--- config.mk ---
export PLATFORM = sky130hd
export DESIGN_NAME = adat_generator
export DESIGN_NICKNAME = d
export VERILOG_FILES = /design/src/rtl/adat_generator.sv
export SDC_FILE = /design/constraint.sdc
export NUM_CORES = 1
export LEC_CHECK = 0
export CAP_MARGIN = 20
export CORE_MARGIN = 2
export CORE_UTILIZATION = 54
export CTS_CLUSTER_DIAMETER = 150
export DETAILED_ROUTE_END_ITERATION = 10
export MAX_ROUTING_LAYER = met4
export PLACE_DENSITY = 0.76
export SKIP_LAST_GASP = 1
export SYNTH_ARGS = -nofsm -noshare
export SYNTH_HDL_FRONTEND = slang
export SYNTH_SLANG_ARGS = --single-unit
--- constraint.sdc ---
create_clock -name clk -period 3.72 [get_ports clk]
set_input_delay 0.372 -clock clk [delete_from_list [all_inputs] [get_ports clk]]
set_output_delay 0.372 -clock clk [all_outputs]
set_load 0.02 [all_outputs]
--- src/rtl/adat_generator.sv ---
// ADAT optical-stream generator: builds 256-bit frames from eight 24-bit channels
// plus four user bits, times them with a fractional phase accumulator and NRZI-encodes the result.
module adat_generator #(
    parameter int CLK_FREQ    = 100_000_000,
    parameter int SAMPLE_RATE = 48000,
    parameter int SMUX2_MODE  = 0
) (
    input  logic        clk,
    input  logic        rst_n,
    input  logic [23:0] audio_in [0:7],
    input  logic [3:0]  user_in,
    input  logic        start,
    output logic        adat_out,
    output logic        frame_done
);

    localparam longint STEP_L  = longint'(SAMPLE_RATE) * 256;
    localparam longint LIMIT_L = longint'(CLK_FREQ);
    localparam int     ACC_W   = $clog2(LIMIT_L + STEP_L + 1);
    localparam logic [ACC_W-1:0] STEP  = ACC_W'(STEP_L);
    localparam logic [ACC_W-1:0] LIMIT = ACC_W'(LIMIT_L);

    typedef enum logic {
        IDLE,
        SEND
    } state_t;

    state_t             state_q, state_d;
    logic [ACC_W-1:0]   acc_q, acc_d;
    logic [7:0]         bit_idx_q, bit_idx_d;
    logic [255:0]       sr_q, sr_d;
    logic               adat_q, adat_d;
    logic               done_q, done_d;

    logic [3:0]         user_tx;
    logic [255:0]       frame_bits;
    logic [ACC_W-1:0]   acc_sum;
    logic               tick;

    // S/MUX2 streams flag themselves by forcing user bit 2.
    assign user_tx = (SMUX2_MODE != 0) ? (user_in | 4'b0100) : user_in;

    // frame_bits[k] is the k-th bit on the wire.
    assign frame_bits[9:0] = '0;
    assign frame_bits[10]  = 1'b1;
    assign frame_bits[15]  = 1'b1;

    genvar gi, gj;
    generate
        for (gi = 0; gi < 4; gi++) begin : g_user
            assign frame_bits[11+gi] = user_tx[3-gi];
        end
        for (gi = 0; gi < 48; gi++) begin : g_nibble
            localparam int BASE = 16 + gi * 5;
            for (gj = 0; gj < 4; gj++) begin : g_bit
                assign frame_bits[BASE+gj] = audio_in[gi/6][23-4*(gi%6)-gj];
            end
            assign frame_bits[BASE+4] = 1'b1;
        end
    endgenerate

    assign acc_sum = acc_q + STEP;
    assign tick    = (acc_sum >= LIMIT);

    always_comb begin
        state_d   = state_q;
        acc_d     = acc_q;
        bit_idx_d = bit_idx_q;
        sr_d      = sr_q;
        adat_d    = adat_q;
        done_d    = 1'b0;
        case (state_q)
            IDLE: begin
                if (start) begin
                    state_d   = SEND;
                    sr_d      = frame_bits;
                    bit_idx_d = '0;
                    acc_d     = '0;
                end
            end
            SEND: begin
                if (tick) begin
                    acc_d = acc_sum - LIMIT;
                    if (bit_idx_q == 8'd255) begin
                        // Next frame (if any) starts with sync zeros, so no toggle here.
                        done_d = 1'b1;
                        if (start) begin
                            sr_d      = frame_bits;
                            bit_idx_d = '0;
                        end else begin
                            state_d = IDLE;
                        end
                    end else begin
                        bit_idx_d = bit_idx_q + 8'd1;
                        sr_d      = {1'b0, sr_q[255:1]};
                        if (sr_q[1]) begin
                            adat_d = ~adat_q;
                        end
                    end
                end else begin
                    acc_d = acc_sum;
                end
            end
            default: state_d = IDLE;
        endcase
    end

    always_ff @(posedge clk or negedge rst_n) begin
        if (!rst_n) begin
            state_q   <= IDLE;
            acc_q     <= '0;
            bit_idx_q <= '0;
            sr_q      <= '0;
            adat_q    <= 1'b0;
            done_q    <= 1'b0;
        end else begin
            state_q   <= state_d;
            acc_q     <= acc_d;
            bit_idx_q <= bit_idx_d;
            sr_q      <= sr_d;
            adat_q    <= adat_d;
            done_q    <= done_d;
        end
    end

    assign adat_out   = adat_q;
    assign frame_done = done_q;

endmodule

**Run 1: a small window of the routed layout**

Window x 64 to 94, y 32 to 62 um. Cells in gray, sequential cells in the stronger gray; small squares are vias.
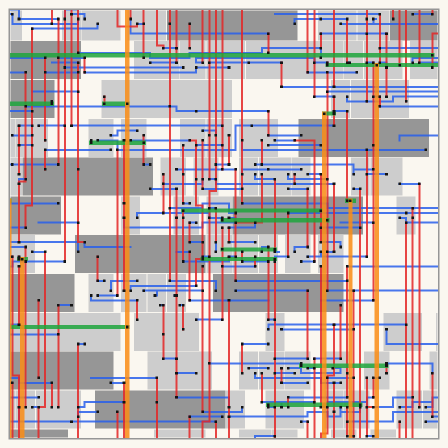
[red] metal 2
[orange] metal 4
[blue] metal 1
[green] metal 3
most frequent: o21ai_0 (11), nor2_1 (9), dfrtp_1 (9)
netlist names of flops here include: acc_q (5), sr_q (3)
sequential cells in the window: 9
cells with their middle in the window: 69

**Run 1: signal wires on met4**

Drawn at 3 px/um. Supply wires on this layer in gray.
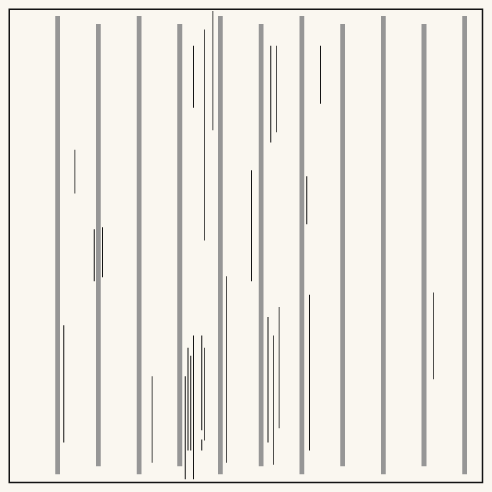
wire length on this layer: 855 um
main direction: vertical
nets with wire on the layer: 21

**Run 1: track usage over the die**

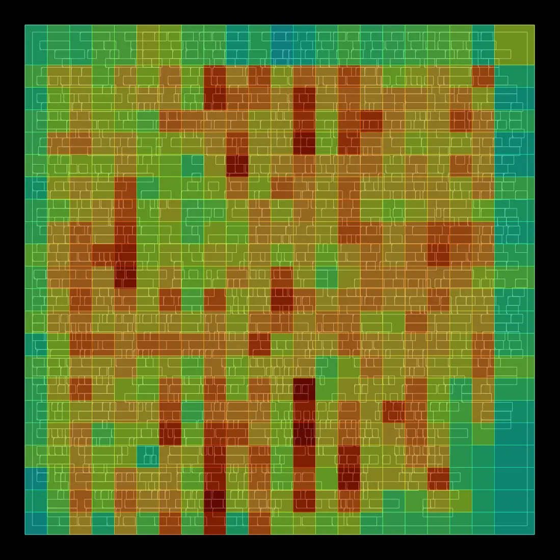
routing usage on met3: 0.03689
Top Usage Layer GRT: met2
wire length per cell: 19.37 um
post-layout utilization of the core: 0.6894
Global Route met1 Usage: 0.3844

==> results.md, run 1 <==
| Metric | Reported | Unit |
| --- | --- | --- |
| Outcome | completed | - |
| Nets at Floorplan | 1359 | - |
| Die height | 157.3 | um |
| Worst hold endpoint | sr_q[99] | - |
| Logic area | 5047 | um^2 |
| Synthesized area per cell | 10.98 | um^2 |
| Non-clock buffer share of cell area | 0.1487 | - |
| Layout Cells excl Fill | 1662 | - |
| Most frequent standard cell in the layout excluding fill and tap cells | sky130_fd_sc_hd__dfrtp_1 | - |
| Place WS | 517.7 | ps |
| Dominant register cell in the synthesized netlist | sky130_fd_sc_hd__dfrtp_1 | - |
| Power dissipated by switching net loads | 0.004984 | W |
| Xor/xnor cell area share of the yosys netlist | 0.01095 | - |
| Violation count after the first detailed-routing iteration | 820 | - |
| Post-synth ARST share | 1.000 | - |
| Top logic cell family in the synthesized netlist | AND-OR/OR-AND gates | - |
| Largest register by flop count | sr_q | - |
| Kind of critical path | reg -> reg | - |
| Chip area line of the yosys report | 12680 | um^2 |
| Final nets | 1522 | - |
| Post-synthesis cell type with the largest combined area | sky130_fd_sc_hd__dfrtp_1 | - |
| Remaining design rule violation count | 0 | - |
| Worst path slowest cell | sky130_fd_sc_hd__dfrtp_1 | - |
| Routed Antenna Nets | 0 | - |
| Cell class with the largest area share | flip-flops and latches | - |
| Floorplan die width | 157.3 | um |
| Dominant logic cell types in the final layout | sky130_fd_sc_hd__dfrtp_1 (285), sky130_fd_sc_hd__clkdlybuf4s50_1 (198), sky130_fd_sc_hd__a22o_1 (120) | - |
| Share of total power in the clock network | 0.221 | - |
| Fraction of final layout cells sized beyond drive strength 1 | 0.07973 | - |
| Total number of H-tree levels | 1 | - |
| Number of buffers on the longest clock path | 3 | - |
| Via count of the first global-routing pass | 10285 | - |
| Floorplan utilization | 0.5452 | - |
| Maximum single-stage delay on the critical path | 490 | ps |
| Synthesis-to-layout area growth | 26.45 | % |
| Cell resize tally after clock tree synthesis | 0 | - |
| Aggregate global-route resource usage | 0.2707 | - |
| Group drawing the most power | combinational cells | - |
| Top cells by count | sky130_fd_sc_hd__dfrtp_1 (285), sky130_fd_sc_hd__a22o_1 (120), sky130_fd_sc_hd__a21o_1 (109), sky130_fd_sc_hd__nand2_1 (70) | - |
| Max Clk Rate | 302.7 | MHz |
| Min-delay src | audio_in[124] | - |
| Data required time of the worst path | 4140 | ps |
| Crit Path Max Fanout | 110 | - |
| Total length of routed wires | 32190 | um |
| Final Max Slew Viols | 0 | - |
| Cell count listed in synth_stat.txt | 1155 | - |
| Setup repair after global routing missed its margin | false | - |
| Largest register FFs | 255 | - |
| Met3 layer wire length in the routed design | 1772 | um |
| Top Layer Used | met4 | - |
| Synthesized-area fraction occupied by and/or/nand/nor cells | 0.08139 | - |
| Clock slew at the register clock pins of the worst setup and hold paths | 60 | ps |
| Setup clock skew after layout | 21.04 | ps |
| Count of buffering cells on the critical path with inverters included | 2 | - |
| Gate count of the mapped netlist | 1155 | - |
| HP Class | in -> reg | - |
| CTS tree | built | - |
| Number of placed instances with taps included | 1604 | - |
| Top area cell types | sky130_fd_sc_hd__dfrtp_1 (56%), sky130_fd_sc_hd__a22o_1 (8.3%), sky130_fd_sc_hd__a21o_1 (6.5%) | - |
| Met2 routed wirelength | 14880 | um |
| Clock Root Buffer | sky130_fd_sc_hd__clkbuf_16 | - |
| Setup total negative slack | 0 | ps |
| Pin count of the biggest net entering global routing | 126 | - |
| Library cell with the highest instance count after synthesis | sky130_fd_sc_hd__dfrtp_1 | - |
| RR Endpoint | sr_q[153] | - |
| Crit path cell chain | inv_1 > ha_1 > nor2b_2 > o21ai_0 > nand2_1 > a311oi_1 > a311o_2 > o21ai_4 > buf_12 > a22o_1 > a21o_1 | - |
| P_leak | 7.542 | nW |
| Iteration tally of the first detailed-router pass | 5 | - |
| Worst Path Arrival | 3730 | ps |
| Power per standard cell area | 870.3 | nW/um^2 |
| Number of warning messages in the yosys log | 0 | - |
| Final Instance Area | 16040 | um^2 |
| Number of buffers outside the clock class in the layout | 234 | - |
| Clk ins delay skew pair | 560 | ps |
| Origin of the critical flop-to-flop path | acc_q[15] | - |
| Fraction of the mapped netlist area in adder cells | 0.004933 | - |
| Flop and latch count out of synthesis | 285 | - |
| Worst path setup slack after routing | 416.0 | ps |
| Combined area of all synthesized cells | 12680 | um^2 |
| Fraction of power consumed by sequential logic | 0.376 | - |
| Via count of the routed design | 10074 | - |
| Total number of placement rows | 56 | - |
| Floorplan Core Area | 23260 | um^2 |
| Minimum clock period after layout | 3304 | ps |
| Top-Level Pins | 201 | - |
| Crit. path cell count | 11 | - |
| Average via count per standard cell | 6.061 | - |
| Number of cells traversed by the worst hold path | 3 | - |
| FILL cells | 1787 | - |
**Run 1: wiring heat map**

Drawn at 2 px/um. 31 x 31 tiles, from white (low) to dark blue (high), scaled to the fullest tile. Values are wire area over tile area, all layers added.
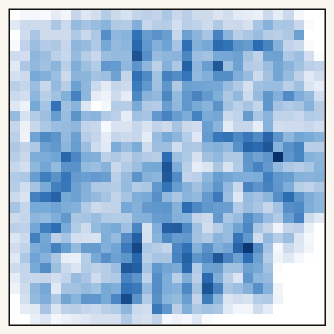

==> run 2: changes to the inputs <==
- CORE_UTILIZATION: 54 -> 25
- PLACE_DENSITY: 0.76 -> 0.39
**Run 2: wiring heat map**

Drawn at 1.5 px/um. 23 x 23 tiles, from white (low) to dark blue (high), scaled to the fullest tile. Values are wire area over tile area, all layers added.
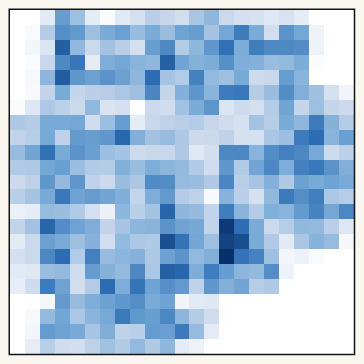
emptiest ninth of the die: lower right
fullest tile: 0.32
nearly empty tiles: 14%
mean over tiles: 0.11
densest ninth of the die: middle right
tiles over half the peak: 28%

**Run 2: signal wires on met4**

Drawn at 2 px/um. Supply wires on this layer in gray.
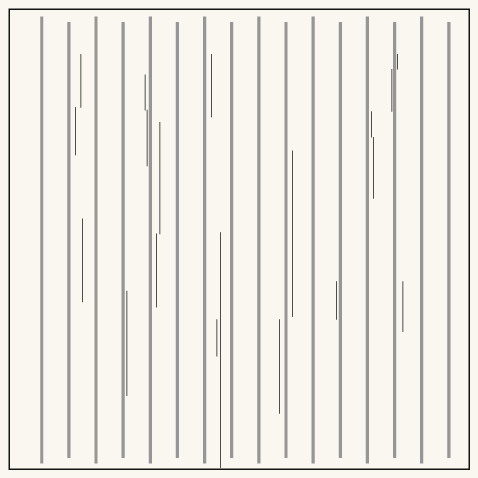
share of all routed wire: 1.8%
wire length on this layer: 696 um

==> results.md, run 2 <==
| Metric | Reported | Unit | Change |
| --- | --- | --- | --- |
| Post-placement cell area | 15470 | um^2 |  |
| Largest register FFs | 255 | - | unchanged |
| Number of buffers on the longest clock path | 3 | - | unchanged |
| Gate count of the mapped netlist | 1155 | - | unchanged |
| Cell class with the largest area share | flip-flops and latches | - |  |
| Portion of the post-synthesis area used by sequential elements | 0.5624 | - |  |
| Worst path setup slack after routing | 345.2 | ps | -70.79 ps |
| Via count of the first global-routing pass | 10394 | - | +1.1% |
| Met2 routed wirelength | 17760 | um | +19% |
| Multiplexer share | 0.003256 | - |  |
| Routed Antenna Nets | 0 | - | unchanged |
| Wire length of the first global-routing pass | 62360 | um |  |
| HP Class | in -> reg | - |  |
| Most frequent standard cell in the layout excluding fill and tap cells | sky130_fd_sc_hd__dfrtp_1 | - |  |
| Synthesized-area fraction occupied by and/or/nand/nor cells | 0.08139 | - | unchanged |
| Total clock buffers created by CTS | 36 | - |  |
| Fraction of power consumed by sequential logic | 0.363 | - | -0.013 |
| Top-Level Pins | 201 | - | unchanged |
| Number of cells traversed by the worst hold path | 3 | - | unchanged |
| Group drawing the most power | combinational cells | - |  |
| Power per standard cell area | 864.0 | nW/um^2 | -0.73% |
| Global Route met1 Usage | 0.2147 | - | -0.1697 |
| Worst hold endpoint | sr_q[124] | - |  |
| Fraction of the mapped netlist area in adder cells | 0.004933 | - | unchanged |
| Top cells by count | sky130_fd_sc_hd__dfrtp_1 (285), sky130_fd_sc_hd__a22o_1 (120), sky130_fd_sc_hd__a21o_1 (109), sky130_fd_sc_hd__nand2_1 (70) | - |  |
| Data required time of the worst path | 4140 | ps | about the same |
| Logic area | 5056 | um^2 | +0.17% |
| Synthesis-to-layout area growth | 31.07 | % |  |
| P_leak | 7.622 | nW | +1.1% |
| FILL cells | 5148 | - | +190% |
| Total number of placement rows | 82 | - | +46% |
| Dominant logic cell types in the final layout | sky130_fd_sc_hd__dfrtp_1 (285), sky130_fd_sc_hd__clkdlybuf4s50_1 (198), sky130_fd_sc_hd__a22o_1 (120) | - |  |
| Maximum single-stage delay on the critical path | 700 | ps | +210 ps |
| Xor/xnor cell area share of the yosys netlist | 0.01095 | - | unchanged |
| Number of warning messages in the yosys log | 0 | - | unchanged |
| Nets at Floorplan | 1359 | - | unchanged |
| Synthesized area per cell | 10.98 | um^2 | unchanged |
| Met3 layer wire length in the routed design | 1432 | um | -19% |
| Kind of critical path | reg -> reg | - |  |
| Fraction of final layout cells sized beyond drive strength 1 | 0.08444 | - | +0.004713 |
| Origin of the critical flop-to-flop path | acc_q[15] | - |  |
| Die height | 229.2 | um | +46% |
| Final nets | 1532 | - | +0.66% |
| Layout Cells excl Fill | 2025 | - | +22% |
| Worst setup path endpoint | sr_q[46] | - |  |
| Worst path slowest cell | sky130_fd_sc_hd__a31oi_2 | - |  |
| Library cell with the highest instance count after synthesis | sky130_fd_sc_hd__dfrtp_1 | - |  |
| Wire length per cell | 19.07 | um | -1.6% |
| Cell count listed in synth_stat.txt | 1155 | - | unchanged |
| Floorplan Core Area | 50070 | um^2 | +120% |
| Remaining design rule violation count | 0 | - | unchanged |
| Share of total power in the clock network | 0.236 | - | +0.015 |
| Cell resize tally after clock tree synthesis | 0 | - | unchanged |
| Clk ins delay skew pair | 550 | ps | about the same |
| Number of placed instances with taps included | 1961 | - | +22% |
| Max Clk Rate | 296.3 | MHz | -2.1% |
| Pin count of the biggest net entering global routing | 104 | - | -17% |
| Total length of routed wires | 38610 | um | +20% |
| Final Instance Area | 16620 | um^2 | +3.7% |
| Chip area line of the yosys report | 12680 | um^2 | unchanged |
| Via count of the routed design | 9961 | - | -1.1% |
| Top delay family on crit path | AND-OR/OR-AND gates | - |  |
| Clock slew at the register clock pins of the worst setup and hold paths | 60 | ps | about the same |
| Setup repair after global routing missed its margin | false | - |  |
| Total number of H-tree levels | 2 | - | +1 |
| Final setup violation count | 0 | - |  |
| Top Usage Layer GRT | met2 | - |  |
| Final Max Slew Viols | 0 | - | unchanged |
| Top logic cell family in the synthesized netlist | AND-OR/OR-AND gates | - |  |
| Minimum clock period after layout | 3375 | ps | +70.79 ps |
| RR Endpoint | sr_q[46] | - |  |
| Worst Path Arrival | 3800 | ps | +70 ps |
| Dominant register cell in the synthesized netlist | sky130_fd_sc_hd__dfrtp_1 | - |  |
| Place WS | 328.1 | ps | -189.7 ps |
| Crit. path cell count | 11 | - | unchanged |
| CTS tree | built | - |  |
| Largest register by flop count | sr_q | - |  |
| Clock Root Buffer | sky130_fd_sc_hd__clkbuf_16 | - |  |
| Top Layer Used | met4 | - |  |
| Average via count per standard cell | 4.919 | - | -19% |
| Violation count after the first detailed-routing iteration | 595 | - | -27% |
| Aggregate global-route resource usage | 0.1542 | - | -0.1166 |
| Top area cell types | sky130_fd_sc_hd__dfrtp_1 (56%), sky130_fd_sc_hd__a22o_1 (8.3%), sky130_fd_sc_hd__a21o_1 (6.5%) | - |  |
| Min-delay src | audio_in[104] | - |  |
| Number of buffers outside the clock class in the layout | 238 | - | +1.7% |
| Crit Path Max Fanout | 27 | - | -75% |
| Non-clock buffer share of cell area | 0.1460 | - | -0.002680 |
| Setup clock skew after layout | 22.07 | ps | +1.032 ps |
| Floorplan utilization | 0.2533 | - | -0.2919 |
| Power dissipated by switching net loads | 0.005177 | W | +3.9% |
| Iteration tally of the first detailed-router pass | 5 | - | unchanged |
| Outcome | completed | - |  |
| Post-synth ARST share | 1.000 | - | unchanged |
| Routing usage on met3 | 0.02639 | - | -0.01050 |
| Floorplan die width | 229.2 | um | +46% |
| Combined area of all synthesized cells | 12680 | um^2 | unchanged |
| Count of buffering cells on the critical path with inverters included | 2 | - | unchanged |
| Post-synthesis cell type with the largest combined area | sky130_fd_sc_hd__dfrtp_1 | - |  |
| Flop and latch count out of synthesis | 285 | - | unchanged |
| Crit path cell chain | inv_1 > ha_1 > nor2b_2 > or3_1 > a21oi_1 > a311oi_2 > a31oi_2 > o21ai_4 > and2_4 > buf_4 > a21o_1 | - |  |
| Setup total negative slack | 0 | ps | unchanged |
**Run 2: gate-type map**

Drawn at 2 px/um.
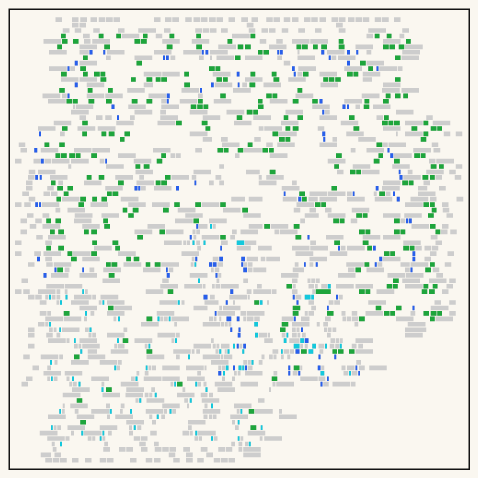

==> run 3: changes to the inputs <==
--- a/config.mk
+++ b/config.mk
@@ -11,4 +11,5 @@
 export CTS_CLUSTER_DIAMETER = 150
 export DETAILED_ROUTE_END_ITERATION = 10
+export HOLD_SLACK_MARGIN = 0.05
 export MAX_ROUTING_LAYER = met4
 export PLACE_DENSITY = 0.39
==> constraint.sdc (replaced) <==
create_clock -name clk -period 3.72 [get_ports clk]
set_input_delay 0.744 -clock clk [delete_from_list [all_inputs] [get_ports clk]]
set_output_delay 0.744 -clock clk [all_outputs]
set_load 0.02 [all_outputs]
**Run 3: gate-type map**

Drawn at 2 px/um.
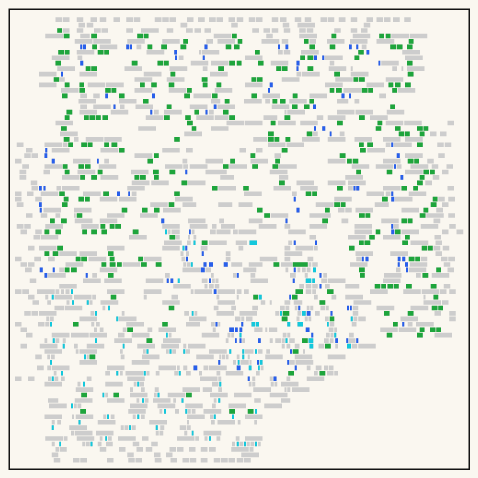
[cyan] nor cells | cells: 84
[blue] nand cells | cells: 118 | where: spread over the die
[green] non-inverting ao/oa cells | cells: 291

==> results.md, run 3 <==
| Metric | Reported | Unit | Change |
| --- | --- | --- | --- |
| Clk ins delay skew pair | 550 | ps | about the same |
| Multiplexer share | 0.003256 | - | unchanged |
| Worst path slowest cell | sky130_fd_sc_hd__dfrtp_1 | - |  |
| Top area cell types | sky130_fd_sc_hd__dfrtp_1 (56%), sky130_fd_sc_hd__a22o_1 (8.3%), sky130_fd_sc_hd__a21o_1 (6.5%) | - |  |
| CLK BUF | 54 | - |  |
| M2 GR Usage | 0.2283 | - |  |
| Most frequent standard cell in the layout excluding fill and tap cells | sky130_fd_sc_hd__dfrtp_1 | - |  |
| Pin count of the biggest net entering global routing | 90 | - | -13% |
| Synthesis-to-layout area growth | 31.67 | % |  |
| Largest register by flop count | sr_q | - |  |
| Floorplan utilization | 0.2533 | - | unchanged |
| Kind of critical path | reg -> reg | - |  |
| Met2 routed wirelength | 17590 | um | -0.94% |
| Final nets | 1533 | - | +0.065% |
| IO buf count | 200 | - |  |
| Top-Level Pins | 201 | - | unchanged |
| Part of the cycle the worst path needs | 0.9117 | - |  |
| Worst setup path endpoint | sr_q[158] | - |  |
| Clock slew at the register clock pins of the worst setup and hold paths | 60 | ps | about the same |
| Registers | 285 | - |  |
| Clock Root Buffer | sky130_fd_sc_hd__clkbuf_16 | - |  |
| Fraction of the mapped netlist area in adder cells | 0.004933 | - | unchanged |
| Floorplan die width | 229.2 | um | unchanged |
| Wire length of the first global-routing pass | 61810 | um | -0.87% |
| Endpoint kind of the worst setup timing path | register | - |  |
| Total clock buffers created by CTS | 37 | - | +2.8% |
| Final setup violation count | 0 | - | unchanged |
| P_seq | 0.00523 | W |  |
| Data required time of the worst path | 4200 | ps | +60 ps |
| P_comb | 0.00579 | W |  |
| Setup total negative slack | 0 | ps | unchanged |
| Portion of the post-synthesis area used by sequential elements | 0.5624 | - | unchanged |
| Group drawing the most power | combinational cells | - |  |
| Power dissipated by switching net loads | 0.005244 | W | +1.3% |
| Gate count of the mapped netlist | 1155 | - | unchanged |
| Fraction of final layout cells sized beyond drive strength 1 | 0.08358 | - | -0.0008646 |
| RR Endpoint | sr_q[158] | - |  |
| Via count of the routed design | 10044 | - | +0.83% |
| Nets at Floorplan | 1359 | - | unchanged |
| Setup clock skew after layout | 22.88 | ps | +0.8115 ps |
| CTS tree | built | - |  |
| Worst Path Arrival | 3870 | ps | +70 ps |
| Number of well taps | 672 | - |  |
| Number of non-clock inverters | 9 | - |  |
| Total number of placement rows | 82 | - | unchanged |
| Total length of routed wires | 39000 | um | +1.0% |
| Top-area cell share | 0.5624 | - |  |
| Largest registers | sr_q (255), acc_q (19), bit_idx_q (8) | - |  |
| Cell class with the largest area share | flip-flops and latches | - |  |
| Min Hold Slack | 204.3 | ps |  |
| Complex Gates by Area | 0.2947 | - |  |
| Layout Cells excl Fill | 2025 | - | unchanged |
| Max Clk Rate | 294.8 | MHz | -0.50% |
| Fraction of power consumed by sequential logic | 0.359 | - | -0.004 |
| Number of warning messages in the yosys log | 0 | - | unchanged |
| Top logic cell family in the synthesized netlist | AND-OR/OR-AND gates | - |  |
| Via count of the first global-routing pass | 10513 | - | +1.1% |
| Crit path cell chain | inv_1 > ha_1 > nor2b_2 > o21ai_0 > nand2_1 > a311oi_1 > a31oi_2 > o21ai_4 > and2_4 > buf_12 > a21o_1 | - |  |
| Violation count after the first detailed-routing iteration | 588 | - | -1.2% |
| Iteration tally of the first detailed-router pass | 7 | - | +2 |
| Cell count listed in synth_stat.txt | 1155 | - | unchanged |
| Sequential cell area share | 0.4271 | - |  |
| Crit path from | acc_q[15] | - |  |
| FILL cells | 5158 | - | +0.19% |
| Final Instance Area | 16700 | um^2 | +0.46% |
| Outcome | completed | - |  |
| Routing usage on met3 | 0.02453 | - | -0.001868 |
| Power, Total | 0.01458 | W |  |
| Post-layout utilization of the core | 0.3335 | - |  |
| Number of maximum-capacitance constraint violations | 0 | - |  |
| Synthesized area per cell | 10.98 | um^2 | unchanged |
| Global Route met1 Usage | 0.2121 | - | -0.002610 |
| Count of buffering cells on the critical path with inverters included | 2 | - | unchanged |
| Proportion of power drawn by combinational gates | 0.397 | - |  |
| Library cell with the highest instance count after synthesis | sky130_fd_sc_hd__dfrtp_1 | - |  |
| Setup slack, reg-to-reg | 330 | ps |  |
| Wire length per cell | 19.26 | um | +1.0% |
| Maximum single-stage delay on the critical path | 480 | ps | -220 ps |
| Dominant register cell in the synthesized netlist | sky130_fd_sc_hd__dfrtp_1 | - |  |
| Met3 layer wire length in the routed design | 1502 | um | +4.9% |
| Synthesized-area fraction occupied by and/or/nand/nor cells | 0.08139 | - | unchanged |
| Number of sinks handled by clock tree synthesis | 285 | - |  |
| Top delay family on crit path | AND-OR/OR-AND gates | - |  |
| Xor/xnor cell area share of the yosys netlist | 0.01095 | - | unchanged |
| Number of buffers on the longest clock path | 3 | - | unchanged |
| Dominant logic cell types in the final layout | sky130_fd_sc_hd__dfrtp_1 (285), sky130_fd_sc_hd__clkdlybuf4s50_1 (198), sky130_fd_sc_hd__a22o_1 (120) | - |  |
| Multi-input gate share of total cell area | 0.3024 | - |  |
| Aggregate global-route resource usage | 0.1529 | - | -0.001281 |
| Total number of H-tree levels | 2 | - | unchanged |
| Chip area line of the yosys report | 12680 | um^2 | unchanged |
| Met1 Wirelength | 18990 | um |  |
| Cell internal pwr | 0.009338 | W |  |
| Origin of the critical flop-to-flop path | acc_q[15] | - |  |
| Place WS | 356.2 | ps | +28.09 ps |
| Post-CTS Setup Bufs | 0 | - |  |
| Post-synth ARST share | 1.000 | - | unchanged |
| Final Max Slew Viols | 0 | - | unchanged |
| Flop and latch count out of synthesis | 285 | - | unchanged |
| Average via count per standard cell | 4.960 | - | +0.83% |
| Remaining design rule violation count | 0 | - | unchanged |
| HP Class | in -> async | - |  |
| Die height | 229.2 | um | unchanged |
| Post-placement cell area | 15510 | um^2 | +0.21% |
| Largest register FFs | 255 | - | unchanged |
| Logic area | 5050 | um^2 | -0.12% |
| Total count of hold-check failures in the final report | 0 | - |  |
| P_leak | 7.652 | nW | +0.39% |
| Routed Antenna Nets | 0 | - | unchanged |
| Post-synthesis cell type with the largest combined area | sky130_fd_sc_hd__dfrtp_1 | - |  |
| Top Usage Layer GRT | met2 | - |  |
| Number of placed instances with taps included | 1962 | - | +0.051% |
| Power per standard cell area | 873.2 | nW/um^2 | +1.1% |
| Floorplan Core Area | 50070 | um^2 | unchanged |
| Crit Path Max Fanout | 73 | - | +170% |
| Top Layer Used | met4 | - |  |
| Clock network share of area | 0.07126 | - |  |
| Number of antenna violations at the first check in global routing | 1 | - |  |
| Share of total power in the clock network | 0.244 | - | +0.008 |
| Top cells by count | sky130_fd_sc_hd__dfrtp_1 (285), sky130_fd_sc_hd__a22o_1 (120), sky130_fd_sc_hd__a21o_1 (109), sky130_fd_sc_hd__nand2_1 (70) | - |  |
| Pin slew with the least headroom to its limit | 766.9 | ps |  |
| Crit. path cell count | 11 | - | unchanged |
| Worst path setup slack after routing | 328.4 | ps | -16.86 ps |
| Cell resize tally after clock tree synthesis | 0 | - | unchanged |
| Minimum clock period after layout | 3392 | ps | +16.86 ps |
| Combined area of all synthesized cells | 12680 | um^2 | unchanged |
| Number of buffers outside the clock class in the layout | 238 | - | unchanged |
| Non-clock buffer share of cell area | 0.1467 | - | +0.0006814 |
| Setup repair after global routing missed its margin | true | - |  |
**Run 3: wiring heat map**

Drawn at 1.5 px/um. 23 x 23 tiles, from white (low) to dark blue (high), scaled to the fullest tile. Values are wire area over tile area, all layers added.
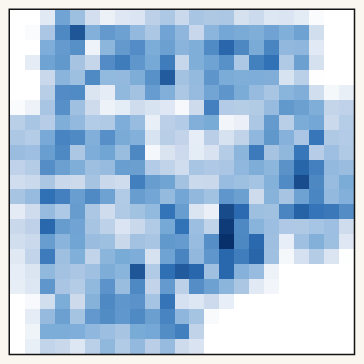
emptiest ninth of the die: lower right
fullest tile: 0.33
tiles over half the peak: 26%
densest ninth of the die: middle right
mean over tiles: 0.12

No activity file was given, so power comes from the tool's default toggle rates.
